`config.mk`:
```
export PLATFORM = sky130hd
export DESIGN_NAME = sd_enmux_n
export DESIGN_NICKNAME = d
export VERILOG_FILES = /design/src/rtl/sd_enmux_pkg.sv /design/src/rtl/sd_enmux_n.sv
export SDC_FILE = /design/constraint.sdc
export NUM_CORES = 1
export LEC_CHECK = 0
export ABC_AREA = 0
export ABC_CLOCK_PERIOD_IN_PS = 1800
export CORE_ASPECT_RATIO = 1.5
export CORE_UTILIZATION = 40
export CTS_BUF_LIST = sky130_fd_sc_hd__clkbuf_16
export CTS_CLUSTER_DIAMETER = 80
export CTS_CLUSTER_SIZE = 30
export DETAILED_ROUTE_END_ITERATION = 10
export MAX_ROUTING_LAYER = met4
export PLACE_DENSITY = 0.62
export SYNTH_ARGS = -nofsm -noshare
export SYNTH_HDL_FRONTEND = slang
export SYNTH_SLANG_ARGS = --single-unit
```
`constraint.sdc`:
```
create_clock -name clk -period 1.8 [get_ports clk]
set_input_delay 0.18 -clock clk [delete_from_list [all_inputs] [get_ports clk]]
set_output_delay 0.18 -clock clk [all_outputs]
set_load 0.01 [all_outputs]
```
`src/rtl/sd_enmux_pkg.sv`:
```
// Shared definitions for the N:1 serializer and its companion N-beat demux.
// beat_slice is the single definition of beat order for both ends of the link.
package sd_enmux_pkg;

  localparam int MAX_W = 256;

  typedef enum logic {
    s_empty = 1'b0,
    s_busy  = 1'b1
  } state_e;

  // Returns slice (cnt or ratio-1-cnt) of hold, zero-extended to MAX_W.
  function automatic logic [MAX_W-1:0] beat_slice(
    input logic [MAX_W-1:0] hold,
    input int               cnt,
    input int               bw,
    input int               ratio,
    input bit               msb_first
  );
    int k;
    k = msb_first ? (ratio - 1 - cnt) : cnt;
    return (hold >> (k * bw)) & ((MAX_W'(1) << bw) - MAX_W'(1));
  endfunction

endpackage

```
`src/rtl/sd_enmux_n.sv`:
```
// Srdy/drdy N:1 serializer: registers one width-bit token and emits it as
// `ratio` narrow beats, accepting the next token on the last beat.
module sd_enmux_n
  import sd_enmux_pkg::*;
#(
  parameter int width     = 32,
  parameter int ratio     = 4,
  parameter bit msb_first = 1'b1
) (
  input  logic                   clk,
  input  logic                   reset,
  input  logic                   c_srdy,
  output logic                   c_drdy,
  input  logic [width-1:0]       c_data,
  output logic                   p_srdy,
  input  logic                   p_drdy,
  output logic [width/ratio-1:0] p_data,
  output logic                   p_last
);

  localparam int bw = width / ratio;
  localparam int cw = $clog2(ratio);
  localparam logic [cw-1:0] cnt_last = cw'(ratio - 1);

  if ((width % ratio) != 0 || ratio < 2 || width > MAX_W) begin : g_bad_params
    $error("sd_enmux_n: width must be divisible by ratio, ratio >= 2, width <= MAX_W");
  end

  state_e             state_q, state_d;
  logic [cw-1:0]      cnt_q, cnt_d;
  logic [width-1:0]   hold_q, hold_d;

  assign p_srdy = (state_q == s_busy);
  assign p_last = (state_q == s_busy) && (cnt_q == cnt_last);
  assign c_drdy = (state_q == s_empty) || (p_last && p_drdy);
  assign p_data = bw'(beat_slice(MAX_W'(hold_q), int'(cnt_q), bw, ratio, msb_first));

  always_comb begin
    // NOTE: every variable gets a default before the case so no latch is inferred.
    state_d = state_q;
    cnt_d   = cnt_q;
    hold_d  = hold_q;
    case (state_q)
      s_empty: begin
        if (c_srdy) begin
          hold_d  = c_data;
          cnt_d   = '0;
          state_d = s_busy;
        end
      end
      s_busy: begin
        if (p_drdy) begin
          if (!p_last) begin
            cnt_d = cnt_q + cw'(1);
          end else if (c_srdy) begin
            hold_d = c_data;
            cnt_d  = '0;
          end else begin
            cnt_d   = '0;
            state_d = s_empty;
          end
        end
      end
      default: begin
        cnt_d   = '0;
        state_d = s_empty;
      end
    endcase
  end

  always_ff @(posedge clk or posedge reset) begin
    // NOTE: non-blocking assignments so all flops update from pre-edge values.
    if (reset) begin
      state_q <= s_empty;
      cnt_q   <= '0;
      hold_q  <= '0;
    end else begin
      state_q <= state_d;
      cnt_q   <= cnt_d;
      hold_q  <= hold_d;
    end
  end

endmodule

```
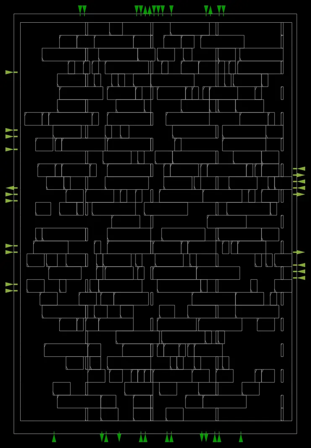
*Cell outlines without signal wires*
Layout Cells excl Fill: 282
Final Util: 55.82%

==> flow_summary.ini <==
; implementation run metrics
[die]
core-area_mm2 = 0.004848
initCoreUtil_pct = 41.50
die_w_um = 59.91
placementRows = 31
die_area_mm2 = 0.005323
io_pins = 47
dieHeight_um = 88.86

[job]
warning_count = 26
drv_cap = 0

[logic_synthesis]
synth_xor_xnor_area_share_pct = 0
top_cell = dfrtp_1
synth_stat.cells = 167
mux_area_share_pct = 9.453
top_cell_area_share_pct = 43.53
ys_area_mm2 = 0.002012
synth_flops = 35
yosys.area_share.simple_pct = 7.711
synthTopCellsByCount = dfrtp_1, inv_1, nand2_1
synth-edff-count = 0
seq_area_frac_synth_pct = 43.53
aoi_share_pct = 26.68
ys_warn_count = 0
async_flop_share_pct = 100.0
synthCells = 167
topCellsByArea = dfrtp_1, o32ai_2, mux4_2, inv_1, nand2_1
avgSynthCellArea_um2 = 12.05
mappedNetlistArea_mm2 = 0.002012
ys_types = 20
topCombFamilyByArea = AND-OR/OR-AND gates
synth_top_cell_by_area = dfrtp_1
ys_dominant_reg_cell = dfrtp_1
syn_nets = 204
adder_share_pct = 0.6219

[worst_setup_path]
cp_top_family = multiplexers
crit_slowest_cell = mux4_2
r2r-end = hold_q[18]
cp.arrival_ps = 1570
crit_buf_inv = 3
end_kind = output port
r2r_cells = 4
cp_max_fo = 8
crit_end = p_data[6]
crit_cells = 4
rrSetupSlack_ps = 230
crit_type = flop to output port
r2r_start = cnt_q[0]
required_ps = 1620
crit_path_start = cnt_q[0]
cp_cell_sequence = buf_12 > buf_4 > mux4_2 > buf_2
critPathMaxStageDelay_ps = 480
cp-start-kind = flop

[cells_and_area]
area_delta_synth_final_pct = 34.52
final_area_mm2 = 0.002706
final_nets = 252
diodes = 0
fill_cells = 453
top_register = hold_q
largest_reg_flops = 32
lay_top_cells = clkdlybuf4s50_1, inv_1, dfrtp_1
drive_gt1_share_pct = 28.24

[timing]
tns_ps = 0
rsz0062_at_grt = no
period_used_pct = 97.36
relSlewSlack_pct = 64.34
layout_min_cycle_time_ps = 1752
setup_viol = 0
setup_ws_ps = 47.53
tightest_slew_ps = 534.8
final.setup_skew_ps = 1.630
hold_violations = 0
whs_ps = 309.2
drv_slew = 0
fmax_mhz = 570.6

[power]
swShare_pct = 31.75
comb_power_share_pct = 49.3
leakage_nw = 1.205
switching_power_mw = 1.380
top_power_group = combinational logic
intPower_mw = 2.965
comb_cell_power_mw = 2.14
p_clk_mw = 0.798
pwr-share-clk_pct = 18.4
p_seq_share_pct = 32.4
seq-power_mw = 1.41
cellPowerDensity_mw_per_mm2 = 1606
power_mw = 4.345

[clock_network]
clockRootBuffer = clkbuf_16
postCtsSetupRepairBufs = 2
cts_buffers = 5
ctsHtreeMaxLevel = 2
cts_resized = 18
clk_pin_slew_ps = 50
clk_path_buf_depth = 2
hold_buffers = 0
cts_tree = yes
clock-sinks = 35
worstSkewPairLatency_ps = 270

[global_route]
grt_pass1_vias = 1480
grt_pass1_wl_um = 7189
groute.usage.overall_pct = 18.96
gr-total-overflow = 0
grt_max_degree = 36
grt_antenna_before_repair = 0

[placement]
post-place-ws_ps = 63.87
dp_hpwl_um = 3110
placed_cells = 272
dpl_cell_area_mm2 = 0.002554
portBuffers = 46

[routing]
drc = 0
drtIter0Drc = 33
first_pass_iters = 4
wire_per_inst_um = 15.75
num_vias = 1434
vias_per_cell = 5.085
drt_wl_total_um = 4441
ant_nets = 0

[outcome]
outcome = complete, no violations

[min_path]
min_path_type = input port to asynchronous set/reset pin
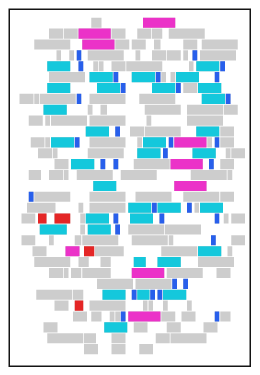
*Selected gate families*
Scale: 4 px per um.
- inverters: blue (cells 34; most used inv_1)
- AND and OR gates: red (cells 4)
- inverting AOI/OAI gates: cyan (cells 33; most used o32ai_2)
- multiplexers: magenta (cells 9; most used mux4_2)
dominant logic cell type in the layout: clkdlybuf4s50_1
fraction of area in multi-input gates: 33.80%

==> final cells by class <==
cell class	instances	area (um2)	share of cell area [%]
flip-flops and latches	35	875.8	32.36
well taps	66	82.58	3.051
repair buffers	57	568.0	20.99
clock inverters	3	12.51	0.4623
multi-input cells	82	914.6	33.80
clock buffers	5	125.1	4.623
inverters	34	127.6	4.716
==> routing by layer <==
| layer | global-route usage [%] | up-vias | wire length (um) |
|---|---|---|---|
| met5 | - | - | 0 |
| met4 | 6.342 | 0 | 29 |
| met3 | 4.094 | 2 | 163 |
| met2 | 31.72 | 34 | 2432 |
| met1 | 22.24 | 717 | 1815 |
| li1 | - | 681 | - |
==> worst reg2reg max path, cell delays in order, from the launching register on <==
cell and delay (ps):
dfrtp_1 390, buf_4 160, ha_4 160, and3_4 540, o32ai_2 180
Power and IR drop assume default switching activity.
